**config.mk**
```make
export PLATFORM = sky130hd
export DESIGN_NAME = gpu_mem_combinator_ctrl
export DESIGN_NICKNAME = d
export VERILOG_FILES = /design/src/rtl/gpu_mem_combinator_ctrl.sv
export SDC_FILE = /design/constraint.sdc
export NUM_CORES = 1
export LEC_CHECK = 0
export CAP_MARGIN = 20
export CORE_AREA = 3 3 280 282
export DETAILED_ROUTE_END_ITERATION = 10
export DIE_AREA = 0 0 283 285
export SYNTH_ARGS = -nofsm -noshare
export SYNTH_HDL_FRONTEND = slang
export SYNTH_SLANG_ARGS = --single-unit
```
**constraint.sdc**
```tcl
create_clock -name clock -period 8.9 [get_ports clock]
set_input_delay 1.335 -clock clock [delete_from_list [all_inputs] [get_ports clock]]
set_output_delay 1.335 -clock clock [all_outputs]
set_load 0.02 [all_outputs]
```
**src/rtl/gpu_mem_combinator_ctrl.sv**
```systemverilog
// Sequencer for the 32-byte GPU memory combinator: holds the weight bank,
// assembles a payload block, captures the combinator result and streams it.
module gpu_mem_combinator_ctrl #(
    parameter int WORD_W = 16,
    parameter int N_PAY  = 8,
    parameter int CNT_W  = 16
) (
    input  logic                       clock,
    input  logic                       reset,
    input  logic                       w_valid,
    output logic                       w_ready,
    input  logic [WORD_W-1:0]          w_data,
    input  logic                       in_valid,
    output logic                       in_ready,
    input  logic [WORD_W-1:0]          in_data,
    output logic [N_PAY*WORD_W-1:0]    comb_payload,
    output logic [2*N_PAY*WORD_W-1:0]  comb_weights,
    input  logic [2*N_PAY*WORD_W-1:0]  comb_out,
    output logic                       out_valid,
    input  logic                       out_ready,
    output logic [WORD_W-1:0]          out_data,
    output logic                       out_last,
    output logic                       weights_loaded,
    output logic                       busy,
    output logic [CNT_W-1:0]           blocks_done
);

    localparam int NW   = 2 * N_PAY;
    localparam int WI_W = $clog2(NW);
    localparam int PI_W = (N_PAY > 1) ? $clog2(N_PAY) : 1;

    localparam logic [WI_W-1:0] W_LAST = WI_W'(NW - 1);
    localparam logic [PI_W-1:0] P_LAST = PI_W'(N_PAY - 1);

    typedef enum logic [1:0] {
        IDLE,
        PLOAD,
        CAPTURE,
        DRAIN
    } state_t;

    state_t             state_q;
    logic [WORD_W-1:0]  bank_q [NW];
    logic [WORD_W-1:0]  pay_q  [N_PAY];
    logic [WORD_W-1:0]  obuf_q [NW];
    logic [WI_W-1:0]    w_idx_q;
    logic [PI_W-1:0]    p_idx_q;
    logic [WI_W-1:0]    o_idx_q;
    logic               wl_q;
    logic [CNT_W-1:0]   blk_q;
    logic               out_valid_q;
    logic               out_last_q;
    logic [WORD_W-1:0]  out_data_q;

    logic               w_fire;
    logic               in_fire;
    logic               o_fire;
    logic [WI_W-1:0]    o_idx_d;

    // A pending weight reload always wins over starting a new block.
    assign w_ready  = (state_q == IDLE);
    assign in_ready = ((state_q == IDLE) && wl_q && !w_valid)
                    || (state_q == PLOAD);

    assign w_fire  = w_valid && w_ready;
    assign in_fire = in_valid && in_ready;
    assign o_fire  = out_valid_q && out_ready;
    assign o_idx_d = o_idx_q + WI_W'(1);

    assign out_valid      = out_valid_q;
    assign out_last       = out_last_q;
    assign out_data       = out_data_q;
    assign weights_loaded = wl_q;
    assign busy           = (state_q != IDLE);
    assign blocks_done    = blk_q;

    always_comb begin
        comb_payload = '0;
        comb_weights = '0;
        for (int i = 0; i < N_PAY; i++) begin
            comb_payload[i*WORD_W +: WORD_W] = pay_q[i];
        end
        for (int k = 0; k < NW; k++) begin
            comb_weights[k*WORD_W +: WORD_W] = bank_q[k];
        end
    end

    always_ff @(posedge clock) begin
        if (!reset) begin
            state_q     <= IDLE;
            w_idx_q     <= '0;
            p_idx_q     <= '0;
            o_idx_q     <= '0;
            wl_q        <= 1'b0;
            blk_q       <= '0;
            out_valid_q <= 1'b0;
            out_last_q  <= 1'b0;
            out_data_q  <= '0;
            for (int k = 0; k < NW; k++) begin
                bank_q[k] <= '0;
                obuf_q[k] <= '0;
            end
            for (int i = 0; i < N_PAY; i++) begin
                pay_q[i] <= '0;
            end
        end else begin
            unique case (state_q)
                IDLE: begin
                    if (w_fire) begin
                        bank_q[w_idx_q] <= w_data;
                        if (w_idx_q == W_LAST) begin
                            w_idx_q <= '0;
                            wl_q    <= 1'b1;
                        end else begin
                            w_idx_q <= w_idx_q + WI_W'(1);
                            if (w_idx_q == '0) begin
                                wl_q <= 1'b0;
                            end
                        end
                    end else if (in_fire) begin
                        pay_q[0] <= in_data;
                        p_idx_q  <= PI_W'(1);
                        state_q  <= PLOAD;
                    end
                end
                PLOAD: begin
                    if (in_fire) begin
                        pay_q[p_idx_q] <= in_data;
                        if (p_idx_q == P_LAST) begin
                            p_idx_q <= '0;
                            state_q <= CAPTURE;
                        end else begin
                            p_idx_q <= p_idx_q + PI_W'(1);
                        end
                    end
                end
                CAPTURE: begin
                    for (int k = 0; k < NW; k++) begin
                        obuf_q[k] <= comb_out[k*WORD_W +: WORD_W];
                    end
                    o_idx_q     <= '0;
                    out_valid_q <= 1'b1;
                    out_last_q  <= 1'b0;
                    out_data_q  <= comb_out[0 +: WORD_W];
                    state_q     <= DRAIN;
                end
                DRAIN: begin
                    if (o_fire) begin
                        if (o_idx_q == W_LAST) begin
                            o_idx_q     <= '0;
                            out_valid_q <= 1'b0;
                            out_last_q  <= 1'b0;
                            out_data_q  <= '0;
                            blk_q       <= blk_q + CNT_W'(1);
                            state_q     <= IDLE;
                        end else begin
                            o_idx_q    <= o_idx_d;
                            out_data_q <= obuf_q[o_idx_d];
                            out_last_q <= (o_idx_d == W_LAST);
                        end
                    end
                end
                default: begin
                    state_q <= IDLE;
                end
            endcase
        end
    end

endmodule
```
M2 wires:
Drawn at 1.5 px/um.
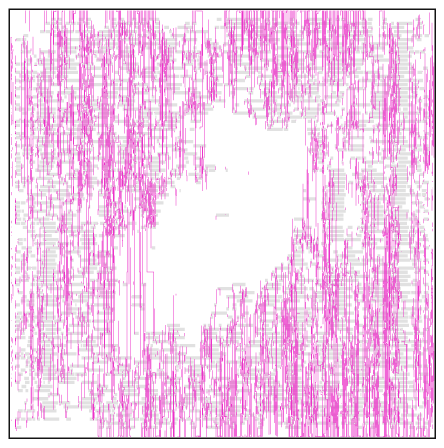
nets with wire on the layer: 2483
main direction: vertical
wire length on this layer: 46.2 mm
share of all routed wire: 50%
overall via count from detail_route: 18119
wire length reported by the detailed router: 91.9 mm
M2 GR Usage: 0.385

I/O nets highlighted:
Drawn at 1.5 px/um.
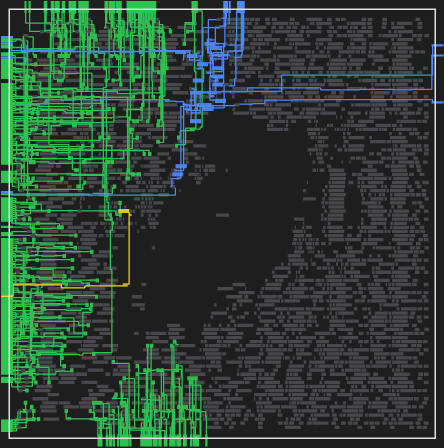
legend:
  `comb_out`:
    color: green
    direction: input
    end_cells: 272
    buffers: 256
    wire: 10900 um
  `out_last`:
    color: yellow
    direction: output
    end_cells: 1
    buffers: 1
    wire: 143 um
  `blocks_done`:
    color: blue
    direction: output
    end_cells: 16
    buffers: 16
    wire: 1990 um

Clock wiring as the flow saved it:
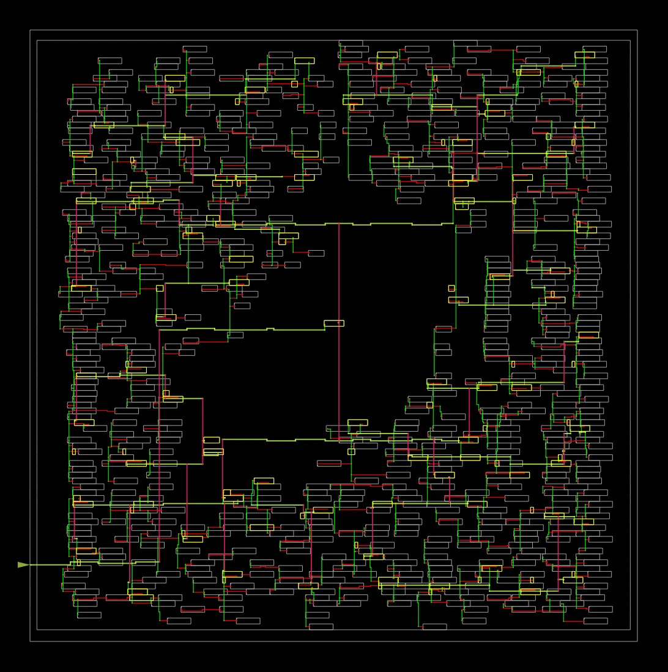
insertion delay at the late pin of the worst-skew pair: 0.61 ns
number of buffers created by CTS: 74
Power Clock: 3.05 mW
Clock Buffer Count: 92

==> run summary <==
Implementation run completed; key figures follow.

Pwr:
- The power report attributes to the sequential group a share of 0.497.
- Overall power consumption after layout is estimated at 7.52 mW.
- The run puts the leakage component of the power at 14.6 nW.
- The run puts the power density relative to cell area at 193 nW/um2.
- The run puts the switching part of the total at 0.232.

Clock tree:
- Looking at the worst setup and hold paths, the clock pins of their registers show a slew of 0.06 ns.
- The run gives the number of levels the H-tree was split into as 3.
- The root buffer cell chosen for the clock tree is sky130_fd_sc_hd__clkbuf_16.
- Once the clock tree was built, the setup fixing pass inserted 0 buffers.

Flow run:
- The run reported a max-capacitance violation count of 0.

Synth:
- Per the synthesis report, the XOR/XNOR share of the synthesized area is 0.00340.
- The run gives the yosys synthesis warning count as 0.
- The run puts the chip area estimate from yosys synthesis at 28300 um2.
- The run gives the post-synthesis instance total as 1856.
- Summing every instance area after synthesis gives 28300 um2.
- The run gives the top cell type's share of synthesized area as 0.679.
- The run puts the average instance area after synthesis at 15.3 um2.
- The run gives the library cell occupying the most area in the post-synthesis netlist as sky130_fd_sc_hd__edfxtp_1.
- Measured against the total synthesized area, the mux share comes to 0.0651.
- The run gives the net count after synthesis as 2163.
- The run puts the count of different cell masters after synthesis at 48.

Place:
- The run puts the number of I/O port buffers at 714.
- The run gives the total half-perimeter wirelength after legalization and detailed placement as 67.4 mm.
- The run puts the last weighted congestion value of the routability-driven placer at 0.819.

STA:
- The run gives the clock skew as 0.0226 ns.
- The run puts the worst relative slew slack at 0.185.
- The run gives the slew at the pin closest to its max-slew limit as 1.22 ns.

Route:
- In this run the remaining antenna-violating nets after routing total 0.
- The run puts the total iterations of the first detailed-routing run at 5.
- The run gives the via density per instance as 4.98.

Global route:
- The first global-routing pass estimated 131 mm of wire.
- The run gives the global-route usage over all layers as 0.222.

Floorplan:
- The floorplan report gives the top-level pin count as 715.

Finish:
- In the layout the commonest cells are sky130_fd_sc_hd__clkdlybuf4s50_1 (713), sky130_fd_sc_hd__edfxtp_1 (640), sky130_fd_sc_hd__and2_1 (482).
- In the final layout, the share of cells above drive strength 1 is 0.0840.

Status:
- The flow ran to the end, and the final reports show no timing, DRC or antenna violations.
worst paths after layout:
check,startpoint,end,cells past startpoint
worst max-delay path,reset,bank_q[3][5],6
worst min-delay path,out_last,out_last,2
worst max register to register,state_q[0],out_data[11],8
worst min register to register,out_last,out_last,2
power groups by stage:
stage	clock network (mW)	registers [mW]	logic, mW
floorplan	0	3.92	0.174
global placement	0	3.80	0.738
detailed placement	0	3.81	0.745
global route	3.25	3.75	0.774
CTS	3.11	3.74	0.747
finish	3.05	3.74	0.739
Yosys cell counts, drive strengths merged (2+ instances only):
cell type	count
edfxtp	640
nand4	10
nand2b	13
inv	11
ha	14
a31oi	4
dfxtp	48
o22ai	2
or3	6
nor3	32
mux4	62
nor2	32
and4	3
and3	166
nand3	16
clkbuf	109
and2	482
a22o	12
nand2	28
xor2	6
or2	2
o21ai	37
a21oi	19
mux2i	38
or4	4
a211o	12
or3b	2
o31ai	4
buf	20
nor2b	2
xnor2	5
mux2	6
layout make-up:
| class | instances | area (um2) |
|---|---|---|
| Fill cell | 6320 | 37000 |
| Sequential cell | 688 | 20200 |
| Multi-Input combinational cell | 1028 | 7630 |
| Timing Repair Buffer | 744 | 7400 |
| Clock buffer | 92 | 1980 |
| Tap cell | 1030 | 1290 |
| Clock inverter | 43 | 418 |
| Inverter | 11 | 41.3 |
| Antenna cell | 6 | 15.0 |
stage by stage:
step / hold slack [ns] / utilization
after floorplan: 0.471 / -
after global placement: 0.486 / 0.480
after detailed placement: 0.494 / 0.481
after CTS: 0.506 / 0.512
after global routing: 0.520 / 0.513
final: 0.490 / 0.513
cell families after synthesis:
logic type,count (synthesis)
XOR/XNOR,11
adder cells (fa/ha/maj),14
flip-flops,688
AND/OR/NAND/NOR,802
AND-OR/OR-AND,95
buffers and inverters,140
multiplexers,106
layer usage:
| layer | vias to the layer above | global-route usage | routed length (um) |
|---|---|---|---|
| li1 | 8205 | - | - |
| met3 | 127 | 0.0581 | 7370 |
| met4 | 2 | 0.0556 | 2180 |
| met5 | - | 0 | 20 |
| met2 | 802 | 0.385 | 46200 |
| met1 | 8983 | 0.277 | 36200 |
worst reg2reg max path: stages, from the launching register on:
cell,delay [ns]
sky130_fd_sc_hd__dfxtp_1,0.34
sky130_fd_sc_hd__inv_1,0.15
sky130_fd_sc_hd__ha_4,0.50
sky130_fd_sc_hd__buf_4,0.76
sky130_fd_sc_hd__nor2b_1,1.08
sky130_fd_sc_hd__nor2_1,0.47
sky130_fd_sc_hd__buf_4,0.32
sky130_fd_sc_hd__a22o_1,0.20
sky130_fd_sc_hd__a211o_1,0.29
state kept, by name, summed over array words and instances, names as in the netlist:
signal,flops
w_idx_q,4
weights_loaded,1
state_q,2
o_idx_q,4
obuf_q,256
out_valid,1
p_idx_q,3
out_last,1
bank_q,256
pay_q,128
out_data,16
blocks_done,16
No activity file was given, so power comes from the tool's default toggle rates.
